**config.mk**
```make
export PLATFORM = sky130hd
export DESIGN_NAME = regbank_dualrd
export DESIGN_NICKNAME = d
export VERILOG_FILES = /design/src/rtl/regbank_dualrd.sv
export SDC_FILE = /design/constraint.sdc
export NUM_CORES = 1
export LEC_CHECK = 0
export CORE_ASPECT_RATIO = 0.9
export CORE_UTILIZATION = 45
export CTS_CLUSTER_SIZE = 30
export DETAILED_ROUTE_END_ITERATION = 16
export SLEW_MARGIN = 20
export SYNTH_ARGS = -nofsm -noshare
export SYNTH_HDL_FRONTEND = slang
export SYNTH_SLANG_ARGS = --single-unit
export TNS_END_PERCENT = 5
```
**constraint.sdc**
```tcl
create_clock -name clk -period 3.82 [get_ports clk]
set_input_delay 0.573 -clock clk [delete_from_list [all_inputs] [get_ports clk]]
set_output_delay 0.573 -clock clk [all_outputs]
set_load 0.03 [all_outputs]
```
**src/rtl/regbank_dualrd.sv**
```systemverilog
// regbank_dualrd: parametrised register bank with one write port and two
// independent combinational read ports, per-entry valid bits, out-of-range
// write rejection and a one-entry-per-clock sequential clear engine.
// Optional build macro: REGBANK_WRITE_BYPASS_EN enables write-first forwarding
// of an accepted write onto a read port addressing the same entry.
module regbank_dualrd #(
    parameter int DATA_W = 8,
    parameter int DEPTH  = 10,
    parameter int ADDR_W = 4
) (
    input  logic              clk,
    input  logic              reset,
    input  logic              we,
    input  logic [ADDR_W-1:0] waddr,
    input  logic [DATA_W-1:0] wdata,
    input  logic [ADDR_W-1:0] raddr_a,
    output logic [DATA_W-1:0] rdata_a,
    output logic              valid_a,
    input  logic [ADDR_W-1:0] raddr_b,
    output logic [DATA_W-1:0] rdata_b,
    output logic              valid_b,
    input  logic              clr_start,
    output logic              busy,
    output logic              wr_err
);

    typedef enum logic [0:0] {
        ST_IDLE  = 1'b0,
        ST_CLEAR = 1'b1
    } state_t;

    localparam logic [ADDR_W:0]   DEPTH_C = (ADDR_W + 1)'(DEPTH);
    localparam logic [ADDR_W-1:0] LAST_C  = ADDR_W'(DEPTH - 1);

    // True when the address selects an implemented entry.
    function automatic logic in_range(input logic [ADDR_W-1:0] addr);
        return ({1'b0, addr} < DEPTH_C);
    endfunction

    logic [DATA_W-1:0] mem_r [DEPTH];
    logic [DEPTH-1:0]  vld_r;
    state_t            state_r;
    state_t            state_nx_s;
    logic [ADDR_W-1:0] count_r;
    logic [ADDR_W-1:0] count_nx_s;
    logic              busy_r;
    logic              wr_err_r;
    logic              wr_accept_s;
    logic [DATA_W-1:0] rdata_a_s;
    logic [DATA_W-1:0] rdata_b_s;
    logic              valid_a_s;
    logic              valid_b_s;

    // Writes land only while idle and only on implemented entries.
    assign wr_accept_s = we && (state_r == ST_IDLE) && in_range(waddr);

    // Clear-engine next state and sweep counter.
    always_comb begin
        state_nx_s = state_r;
        count_nx_s = count_r;
        case (state_r)
            ST_IDLE: begin
                if (clr_start) begin
                    state_nx_s = ST_CLEAR;
                    count_nx_s = {ADDR_W{1'b0}};
                end else begin
                    state_nx_s = ST_IDLE;
                end
            end
            ST_CLEAR: begin
                if (count_r == LAST_C) begin
                    state_nx_s = ST_IDLE;
                    count_nx_s = {ADDR_W{1'b0}};
                end else begin
                    count_nx_s = count_r + {{(ADDR_W-1){1'b0}}, 1'b1};
                end
            end
            default: begin
                state_nx_s = ST_IDLE;
                count_nx_s = {ADDR_W{1'b0}};
            end
        endcase
    end

    // FSM, counter and registered status flags.
    always_ff @(posedge clk or negedge reset) begin
        if (!reset) begin
            state_r  <= ST_IDLE;
            count_r  <= {ADDR_W{1'b0}};
            busy_r   <= 1'b0;
            wr_err_r <= 1'b0;
        end else begin
            state_r  <= state_nx_s;
            count_r  <= count_nx_s;
            busy_r   <= (state_nx_s == ST_CLEAR);
            wr_err_r <= we && !wr_accept_s;
        end
    end

    // Storage: the sweep owns the bank while clearing, otherwise accepted writes.
    always_ff @(posedge clk or negedge reset) begin
        if (!reset) begin
            for (int i = 0; i < DEPTH; i++) begin
                mem_r[i] <= {DATA_W{1'b0}};
            end
            vld_r <= {DEPTH{1'b0}};
        end else if (state_r == ST_CLEAR) begin
            mem_r[count_r] <= {DATA_W{1'b0}};
            vld_r[count_r] <= 1'b0;
        end else if (wr_accept_s) begin
            mem_r[waddr] <= wdata;
            vld_r[waddr] <= 1'b1;
        end
    end

    // Combinational read ports; unimplemented addresses read as empty.
    always_comb begin
        rdata_a_s = {DATA_W{1'b0}};
        valid_a_s = 1'b0;
        rdata_b_s = {DATA_W{1'b0}};
        valid_b_s = 1'b0;
        if (in_range(raddr_a)) begin
            rdata_a_s = mem_r[raddr_a];
            valid_a_s = vld_r[raddr_a];
        end else begin
            rdata_a_s = {DATA_W{1'b0}};
            valid_a_s = 1'b0;
        end
        if (in_range(raddr_b)) begin
            rdata_b_s = mem_r[raddr_b];
            valid_b_s = vld_r[raddr_b];
        end else begin
            rdata_b_s = {DATA_W{1'b0}};
            valid_b_s = 1'b0;
        end
`ifdef REGBANK_WRITE_BYPASS_EN
        // Write-first forwarding; wr_accept_s already excludes rejected writes.
        if (wr_accept_s && (raddr_a == waddr)) begin
            rdata_a_s = wdata;
            valid_a_s = 1'b1;
        end else begin
            valid_a_s = valid_a_s;
        end
        if (wr_accept_s && (raddr_b == waddr)) begin
            rdata_b_s = wdata;
            valid_b_s = 1'b1;
        end else begin
            valid_b_s = valid_b_s;
        end
`endif
    end

    assign rdata_a = rdata_a_s;
    assign valid_a = valid_a_s;
    assign rdata_b = rdata_b_s;
    assign valid_b = valid_b_s;
    assign busy    = busy_r;
    assign wr_err  = wr_err_r;

endmodule

```
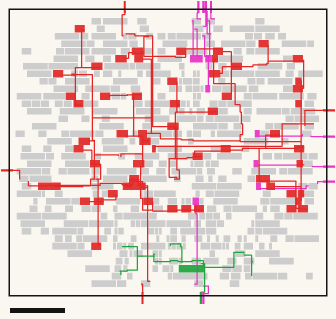
(images/port_trees.png)
Scale bar: 20 um.
port	colour	direction	edge	end cells	buffers	wire
`raddr_b`	red	input	1 top, 1 left, 1 bottom, 1 right	61	10	1040 um
`busy`	green	output	bottom	1	1	110 um
`rdata_a`	magenta	output	4 top, 3 right, 1 bottom	8	8	190 um

==> job_summary.md <==
### Metrics collected by this job

| Metric | Value |
|---|---|
| Outcome | `completed` |
| Max Buffers Root-to-Sink | `2` |
| Placed inst area | `5710 um2` |
| Global-route wire length before repair | `23.7 mm` |
| Number of global-route vias before repair | `3997` |
| Netlist cell types | `37` |
| HP Class | `primary input to asynchronous set/reset pin` |
| Overall routing resource usage | `0.278` |
| PD cells | `523 nW/um2` |
| Yosys warning total | `0` |
| Core ar. | `11000 um2` |
| Number of enable flip-flop cells | `0` |
| Largest net degree at the start of global routing | `66` |
| Post-Syn Area | `5140 um2` |
| Row count | `36` |
| RePlAce Congestion | `0.904` |
| Clk sinks | `about 96` |
| Worst Tran Pin Value | `between 0.8 and 0.9 ns` |
| Ys async rst share | `1.00` |
| Die height | `103 um` |
| Setup Total Neg Slack | `0 ns` |
| Slew Viols, Final | `0` |
| Area grow syn2layout | `17.3%` |
| Via count | `4077` |
| Period utilization | `0.941` |
| CTS resizes | `0` |
| Layout cells sized above 1 | `0.120` |
| Syn Area/Cell | `11.4 um2` |
| Design Power | `about 3.2 mW` |
| Late-Pin Clk Latency | `0.36 ns` |
| Layout Cells excl Fill | `637` |
| Tool Warnings | `26` |
| Hpwl dp | `approximately 11 mm` |
| Layout Skew | `0.00580 ns` |
| Max Fanout on Critical Path | `10` |
| Die width | `115 um` |
| WS Path Type | `primary input to output port` |
| Diodes inserted | `0` |
| Iteration-0 DRC Markers | `~430` |
| GR Overflow Total | `0` |
| Setup bufs post-CTS | `0` |
| Post-Syn Nets | `473` |
| Most frequent logic cells in the routed design | `dfrtp_1 (96), a22o_1 (80), mux2i_1 (70), clkdlybuf4s50_1 (40), o22ai_1 (28)` |
| Vias per cell | `6.40` |
| Root buffer cell | `clkbuf_16` |
| Sequential share of the synthesized area | `0.468` |
| Final WS setup | `0.227 ns` |
| MUX share of area | `0.187` |
| Final Hold Vio Count | `0` |
| Clock transition at path regs | `around 0.070 ns` |
| Ao+oa area frac | `0.233` |
| Synth Area in Simple Gates | `0.0765` |
| Quantity of hold-fixing buffers added after cts | `0` |
| VDD IR-drop max | `just under 400 uV` |
| Wire per inst | `23.7 um` |
| Fp util | `0.467` |
| YS chip area | `5140 um2` |
| DRT Pass-1 Iters | `5` |
| Min cycle time layout | `3.59 ns` |
| Antenna violations before repair | `0` |
| Leakage | `2.77 nW` |
| Peak Freq | `approximately 280 MHz` |
| ANT nets after route | `0` |
| Startpoint class of the critical path | `primary input` |
| Max H-tree Level | `3` |
| Port Buffer Count | `43` |
| Highest-count logic cell in the final layout | `dfrtp_1` |
| DRC viols | `0` |
| Max Cap Viol | `0` |
| WP data arrival | `3.02 ns` |
| Largest logic family | `AND-OR/OR-AND gates` |
| Cells after synthesis | `approximately 450` |
| CP Capture Type | `output port` |
| Worst slack at placement | `0.311 ns` |
| Number of nets in the layout | `504` |
| Num CTS Buffers | `9` |
| Fin area | `6020 um2` |
| TritonCTS clock tree | `built` |
| Unrepaired setup endpoints after global routing | `false` |
| Die area | `11800 um2` |
| Slew HR | `0.413` |
| Post-synth top flop | `dfrtp_1` |
| Yosys reg bits | `~96` |
| Placed cells | `between 600 and 700` |
| Adder-Cell Fraction of Synth Area | `0` |
| Critical Path RT | `3.25 ns` |
| Post-Synth XOR/XNOR Area | `0.00170` |
| # Cells Yosys | `between 400 and 500` |
| Top Ports | `roughly 44` |
| Final setup vio count | `0` |
| Final WL | `between 15 and 20 mm` |
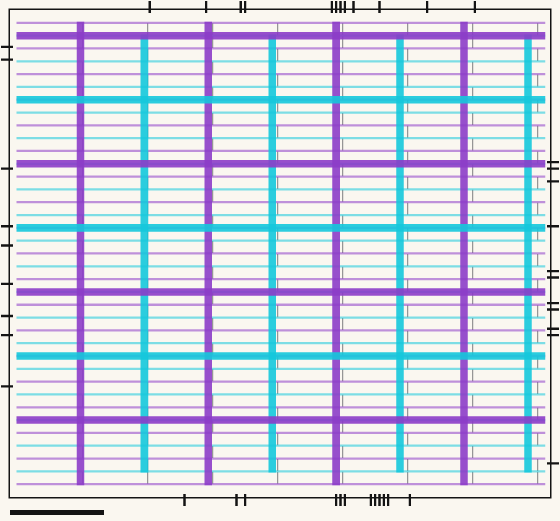
(images/floorplan.png)
Scale bar: 20 um. Pins as bars on the die edge. Tap cells in grey.
net	colour
VDD	cyan
VSS	purple
met1 rails	37
rows	36
tap cells	152
met5 straps	7
signal pins	44

cell families after synthesis:
kind of cell	Yosys count
multiplexers	86
flip-flops	96
AND-OR/OR-AND	154
AND/OR/NAND/NOR	70
XOR/XNOR	1
buffers and inverters	42
cell usage after synthesis, types with 7 or more instances:
library cell  number  share of area
o22ai_1           28          0.034
dfrtp_1           96           0.47
a22oi_1            7          0.010
mux2i_1           70           0.14
clkbuf_1          13         0.0095
mux2_2             9          0.020
nor2_1            19          0.014
nand2b_1           8         0.0097
o21ai_0           11          0.011
nor2b_1            9          0.011
a22o_1            80           0.14
buf_2             14          0.014
nand2_1           16          0.012
buf_1             11         0.0080
mux4_2             7          0.031
a21o_1            10          0.015
power breakdown:
group	total [mW]	switching (mW)	internal, mW
clock network	0.975	0.401	0.574
logic	0.828	0.475	0.354
registers	1.35	0.174	1.18
critical path, stage by stage:
cell,delay [ns]
clkdlybuf4s50_1,0.83
nor2b_1,0.28
a221oi_1,0.34
o21ai_0,0.14
o21ai_0,0.13
clkdlybuf4s50_1,0.72
layer usage:
layer / routed length, um / part of all wire / GRT usage
met1: 7320 / 0.49 / 0.426
met2: 6330 / 0.42 / 0.391
met3: 1220 / 0.081 / 0.0676
met4: 225 / 0.015 / 0.0709
met5: 0 / 0 / 0
path summary, 6_finish.rpt:
path | from | end | slack (ns) | cells past startpoint
worst max-delay path | raddr_a[1] | valid_a | 0.23 | 6
worst max register to register | busy | mem_r[77] | 1.37 | 4
worst min-delay path | reset | mem_r[12] | 0.31 | 1
min in group clk | vld_r[4] | vld_r[4] | 0.51 | 1
max in group asynchronous | reset | mem_r[25] | 2.72 | 2
worst min register to register | vld_r[4] | vld_r[4] | 0.51 | 1
through the flow:
stage / hold slack [ns] / utilization
finish: 0.314 / 0.548
global route: 0.373 / 0.548
CTS: 0.352 / 0.548
detailed placement: 0.497 / 0.520
global placement: 0.495 / 0.520
floorplan: 0.277 / -
state kept, by name (all words and copies together) (netlist names):
register	count
vld_r	10
busy	1
mem_r	80
wr_err	1
count_r	4
layout make-up:
class | instances | area, um2
fill | 969 | 4970
timing repair buffer | 59 | 551
multi-input combinational | 311 | 2560
tap | 152 | 190
sequential | 96 | 2400
inverter | 3 | 11.3
clock buffer | 11 | 233
clock inverter | 5 | 81.3
Power is estimated from default activity; no workload was simulated.
